## src/rtl/pc_pkg.sv

```systemverilog
// Shared constants and the next-PC source encoding for the fetch-stage PC unit.
package pc_pkg;

   localparam logic [31:0] PC_RESET_VEC = 32'h0000_0000;
   localparam logic [31:0] PC_EXC_VEC   = 32'h0000_0080;
   localparam int          PC_INC       = 4;

   // Winning next-PC source, listed in priority order.
   typedef enum logic [2:0] {
      SRC_EXC  = 3'd0,
      SRC_BR   = 3'd1,
      SRC_HOLD = 3'd2,
      SRC_RET  = 3'd3,
      SRC_CALL = 3'd4,
      SRC_JMP  = 3'd5,
      SRC_SEQ  = 3'd6
   } pc_src_e;

endpackage

```

## src/rtl/return_addr_stack.sv

```systemverilog
// Circular return-address stack: a push on a full stack overwrites the oldest entry.
module return_addr_stack #(
   parameter int DEPTH = 4,
   parameter int W     = 32
) (
   input  logic         clk,
   input  logic         Reset,
   input  logic         push,
   input  logic         pop,
   input  logic         clear,
   input  logic [W-1:0] din,
   output logic [W-1:0] top,
   output logic         empty,
   output logic         full
);

   localparam int PTR_W = $clog2(DEPTH);
   localparam int CNT_W = $clog2(DEPTH + 1);

   logic [W-1:0]     mem [DEPTH];
   logic [PTR_W-1:0] ptr;
   logic [CNT_W-1:0] cnt;
   logic             do_pop;
   logic             do_push;

   assign empty   = (cnt == '0);
   assign full    = (cnt == CNT_W'(DEPTH));
   assign top     = mem[ptr];
   assign do_pop  = pop && !clear && !empty;
   assign do_push = push && !clear && !pop;

   always_ff @(posedge clk or posedge Reset) begin
      if (Reset) begin
         ptr <= '0;
         cnt <= '0;
      end else if (clear) begin
         ptr <= '0;
         cnt <= '0;
      end else if (do_pop) begin
         ptr <= ptr - PTR_W'(1);
         cnt <= cnt - CNT_W'(1);
      end else if (do_push) begin
         ptr <= ptr + PTR_W'(1);
         if (!full) cnt <= cnt + CNT_W'(1);
      end
   end

   // NOTE: storage has no reset; the count alone decides which entries are valid.
   always_ff @(posedge clk) begin
      if (do_push) mem[ptr + PTR_W'(1)] <= din;
   end

endmodule

```

## src/rtl/pc_unit.sv

```systemverilog
// Program counter with prioritised redirects, exception PC capture and a return-address stack.
module pc_unit
   import pc_pkg::*;
#(
   parameter int                ADDR_W    = 32,
   parameter logic [ADDR_W-1:0] RESET_VEC = ADDR_W'(PC_RESET_VEC),
   parameter logic [ADDR_W-1:0] EXC_VEC   = ADDR_W'(PC_EXC_VEC),
   parameter int                INC       = PC_INC,
   parameter int                RAS_DEPTH = 4
) (
   input  logic              clk,
   input  logic              Reset,
   input  logic              holdPC,
   input  logic              branch_taken,
   input  logic [ADDR_W-1:0] branch_target,
   input  logic              jump,
   input  logic              call,
   input  logic              ret,
   input  logic [ADDR_W-1:0] jump_target,
   input  logic              exception,
   output logic [ADDR_W-1:0] outPC,
   output logic [ADDR_W-1:0] epc,
   output logic              ras_empty,
   output logic              ras_full
);

   pc_src_e           src;
   logic [ADDR_W-1:0] next_pc;
   logic [ADDR_W-1:0] ras_top;

   always_comb begin
      src     = SRC_SEQ;
      next_pc = outPC + ADDR_W'(INC);
      if (exception) begin
         src     = SRC_EXC;
         next_pc = EXC_VEC;
      end else if (branch_taken) begin
         src     = SRC_BR;
         next_pc = branch_target;
      end else if (holdPC) begin
         src     = SRC_HOLD;
         next_pc = outPC;
      end else if (ret) begin
         // An empty stack falls back to the decoded target instead of underflowing.
         src     = SRC_RET;
         next_pc = ras_empty ? jump_target : ras_top;
      end else if (call) begin
         src     = SRC_CALL;
         next_pc = jump_target;
      end else if (jump) begin
         src     = SRC_JMP;
         next_pc = jump_target;
      end
   end

   return_addr_stack #(
      .DEPTH (RAS_DEPTH),
      .W     (ADDR_W)
   ) u_ras (
      .clk   (clk),
      .Reset (Reset),
      .push  (src == SRC_CALL),
      .pop   (src == SRC_RET),
      .clear (src == SRC_EXC),
      .din   (outPC),
      .top   (ras_top),
      .empty (ras_empty),
      .full  (ras_full)
   );

   // NOTE: sequential state uses non-blocking assignments so every register samples pre-edge values.
   always_ff @(posedge clk or posedge Reset) begin
      if (Reset) begin
         outPC <= RESET_VEC;
         epc   <= '0;
      end else begin
         outPC <= next_pc;
         if (src == SRC_EXC) epc <= outPC;
      end
   end

endmodule

```

## config.mk

```make
export PLATFORM = sky130hd
export DESIGN_NAME = pc_unit
export DESIGN_NICKNAME = d
export VERILOG_FILES = /design/src/rtl/pc_pkg.sv /design/src/rtl/return_addr_stack.sv /design/src/rtl/pc_unit.sv
export SDC_FILE = /design/constraint.sdc
export NUM_CORES = 1
export LEC_CHECK = 0
export CORE_MARGIN = 5
export CORE_UTILIZATION = 35
export DETAILED_ROUTE_END_ITERATION = 8
export PLACE_DENSITY = 0.6
export SETUP_SLACK_MARGIN = 0.02
export SYNTH_ARGS = -nofsm -noshare
export SYNTH_HDL_FRONTEND = slang
export SYNTH_SLANG_ARGS = --single-unit
```

## constraint.sdc

```tcl
create_clock -name clk -period 4.86 [get_ports clk]
set_input_delay 0.972 -clock clk [delete_from_list [all_inputs] [get_ports clk]]
set_output_delay 0.972 -clock clk [all_outputs]
set_load 0.005 [all_outputs]
```

==> flow_metrics.py <==
# Metrics from the implementation run
metrics = {
    "run_status": {
        "status": "completed",
    },
    "synthesis": {
        "synth_cell_type_count": 58,
        "syn_area_sq_um": 9310,
        "synthCells": 726,
        "ys_area_sq_um": 9310,
        "fp_nets": 804,
        "edf_count": 128,
        "top_cells_by_count": "edfxtp_1 (128), nand2_1 (74), dfrtp_1 (69), a21oi_1 (56), mux2_2 (35)",
        "synth.top_cell.area_share_pct": 41.3,
        "yosysMostFrequentCell": "edfxtp_1",
        "synth.avg_cell_area_sq_um": 12.8,
        "ff_type": "edfxtp_1",
        "ys.warnings.count": 0,
        "ys_ff": 197,
        "largest_area_cell": "edfxtp_1",
    },
    "cells_and_area": {
        "comb_area_sq_um": 3480,
        "instances_no_fill": 1200,
        "nets": 930,
        "filler_cell_count": 2399,
        "drive_gt1_share_pct": 15.8,
        "biggestCellCategory": "registers",
        "sh_comb_area_pct": 30.0,
        "clock_area_share_pct": 5.03,
        "syn_to_final_growth_pct": 24.4,
        "seqCellArea_sq_um": 5570,
        "bufAreaShareNonClock_pct": 12.9,
        "flop-count": 197,
        "clkbuf_count": 18,
        "insertedDiodeCount": 0,
    },
    "power": {
        "internal-power_mw": 2.87,
        "ir_worst_vdd_uv": 173,
        "p_sw_mw": 0.958,
        "p_leak_nw": 4.16,
        "seq_power_share_pct": 50.9,
        "swShare_pct": 25.0,
        "power_density_nw_per_um2": 330,
        "pwr-share-comb_pct": 12.1,
    },
    "floorplan": {
        "die_h_um": 173,
        "fp_util_pct": 35.6,
        "die_width_um": 173,
        "nWellTaps": 335,
    },
    "placed_design": {
        "numPortBuffers": 137,
        "gp_congestion": 0.889,
        "hpwlAfterDp_um": 18400,
    },
    "final_timing": {
        "fmax_mhz": 307,
        "slew_violations": 0,
        "worst_pin_slew_ns": 1.03,
        "hold_ws_ns": 0.510,
        "worst_clock_skew_ns": 0.0112,
        "relSlewSlack_pct": 30.4,
        "fin_crit_ns": 3.26,
    },
    "worst_setup_path": {
        "r2r-end": "outPC[30]",
        "crit_path_end_kind": "register",
        "crit_end": "u_ras.mem[0][17]",
        "cp.depth": 5,
        "cp_data_required_time_ns": 4.97,
        "path_buffers": 2,
        "cp_max_fo": 17,
        "cp_slowest_stage_delay_ns": 0.71,
        "worstSetupPathType": "input port to register",
        "r2r-start": "outPC[3]",
        "crit_path_cell_trace": "clkdlybuf4s50_1, or3_1, nor2_1, and2_1, buf_4",
        "cp_top_family": "simple AND/OR/NAND/NOR gates",
    },
    "routing": {
        "num_vias": 6773,
        "drc": 0,
        "drt_iter0_drc": 602,
        "drt-total-wl_um": 27400,
        "first_pass_iters": 5,
    },
    "clock_tree": {
        "cts_buffers": 17,
        "cts_buffer_depth": 2,
        "cts_tree": "built",
        "cts.htree.levels": 4,
        "cts_resized": 0,
        "cts_sinks": 197,
        "hold_buffers": 0,
        "clk_pin_slew_ns": 0.07,
        "clock_latency_ns": 0.44,
    },
    "grt": {
        "grt_max_degree": 66,
        "grt_pass1_wl_um": 42700,
        "antenna_found_initial": 0,
        "gr-total-overflow": 0,
    },
    "flow_run": {
        "tool_warnings": 29,
    },
    "min_path": {
        "hold_depth": 1,
        "hp-start": "epc[31]",
        "min_to": "epc[31]",
        "hold_class": "register to register",
    },
}
worst register-to-register path, stage by stage, from the launching register on:
cell     delay, ns
dfrtp_1       0.57
ha_1          0.36
nand4_1       0.22
nor4_1        0.85
nand4_1       0.25
xnor2_1       0.18
a41o_1        0.24
power groups by stage:
stage               clock, mW  sequential (mW)  combinational (mW)
finish                   1.42             1.95               0.464
CTS                      1.45             1.95               0.468
global route             1.52             1.96               0.502
floorplan                   0             1.95               0.225
global placement            0             1.98               0.464
detailed placement          0             1.98               0.466
layout by cell type (no fill, tap or decap), types with 8 or more instances in the layout:
cell / n
xor2_1: 9
nand3_1: 34
inv_1: 9
clkbuf_16: 17
and2_1: 12
a31oi_1: 11
o22ai_1: 12
o21ai_0: 24
dfrtp_1: 68
edfxtp_1: 128
xnor2_1: 8
mux4_2: 32
buf_4: 18
nand2_1: 74
mux2_2: 35
nor2_1: 27
clkdlybuf4s50_1: 134
nor3_1: 15
and3_1: 16
nand4_1: 11
a21oi_1: 56
registers in the layout, summed over array words and instances (netlist names):
register,count
epc,32
outPC,32
u_ras.cnt,3
u_ras.mem,128
u_ras.ptr,2
logic make-up after synthesis:
kind of cell / share of synthesized area, %
fa+ha+maj: 0.806
mux: 12.3
buf+inv: 2.87
compound gates: 10.8
flops: 59.8
simple gates: 11.8
xor+xnor: 1.60
per-stage QoR:
step	setup WS [ns]	cell area (sq um)	power, mW	utilization [%]
after floorplan	1.87	9310	2.18	-
after global placement	1.20	11000	2.44	42.1
after detailed placement	1.02	11000	2.45	42.1
after CTS	1.57	11600	3.87	44.4
after global routing	1.45	11600	3.99	44.4
final	1.60	11600	3.83	44.4
layer usage:
layer | GRT usage [%] | part of all wire, %
met5 | 0 | 0
met4 | 6.45 | 2.6
met3 | 3.80 | 6.2
met2 | 28.8 | 47
met1 | 25.8 | 44
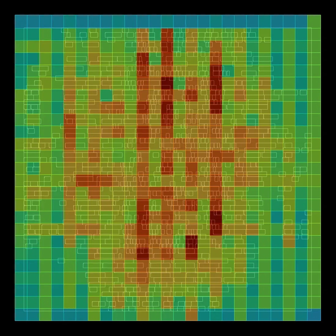
**Above:** routing congestion map.
Routed WL per cell: 22.9 um
final core utilization: 44.4%
All-Layer GR Usage: 18.5%
GR Util met2: 28.8%

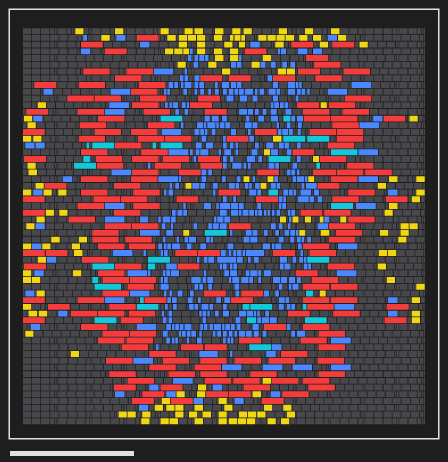
**Above:** cell classes on the final placement.
The bar under the picture is 50 um long. Fill, decap, tap and diode cells in grey.
legend:
  clock drivers and dummy loads:
    colour: cyan
    cells: 32
    share_of_their_area: 5.2%
  registers:
    colour: red
    cells: 197
    share_of_their_area: 50%
  remaining buffers and delay cells:
    colour: yellow
    cells: 155
    share_of_their_area: 13%
  remaining logic cells:
    colour: blue
    cells: 481
    share_of_their_area: 32%
sequential cell area share: 48.1%
num rows: 59
Core Region: 26100 sq um

No activity file was given, so power comes from the tool's default toggle rates.
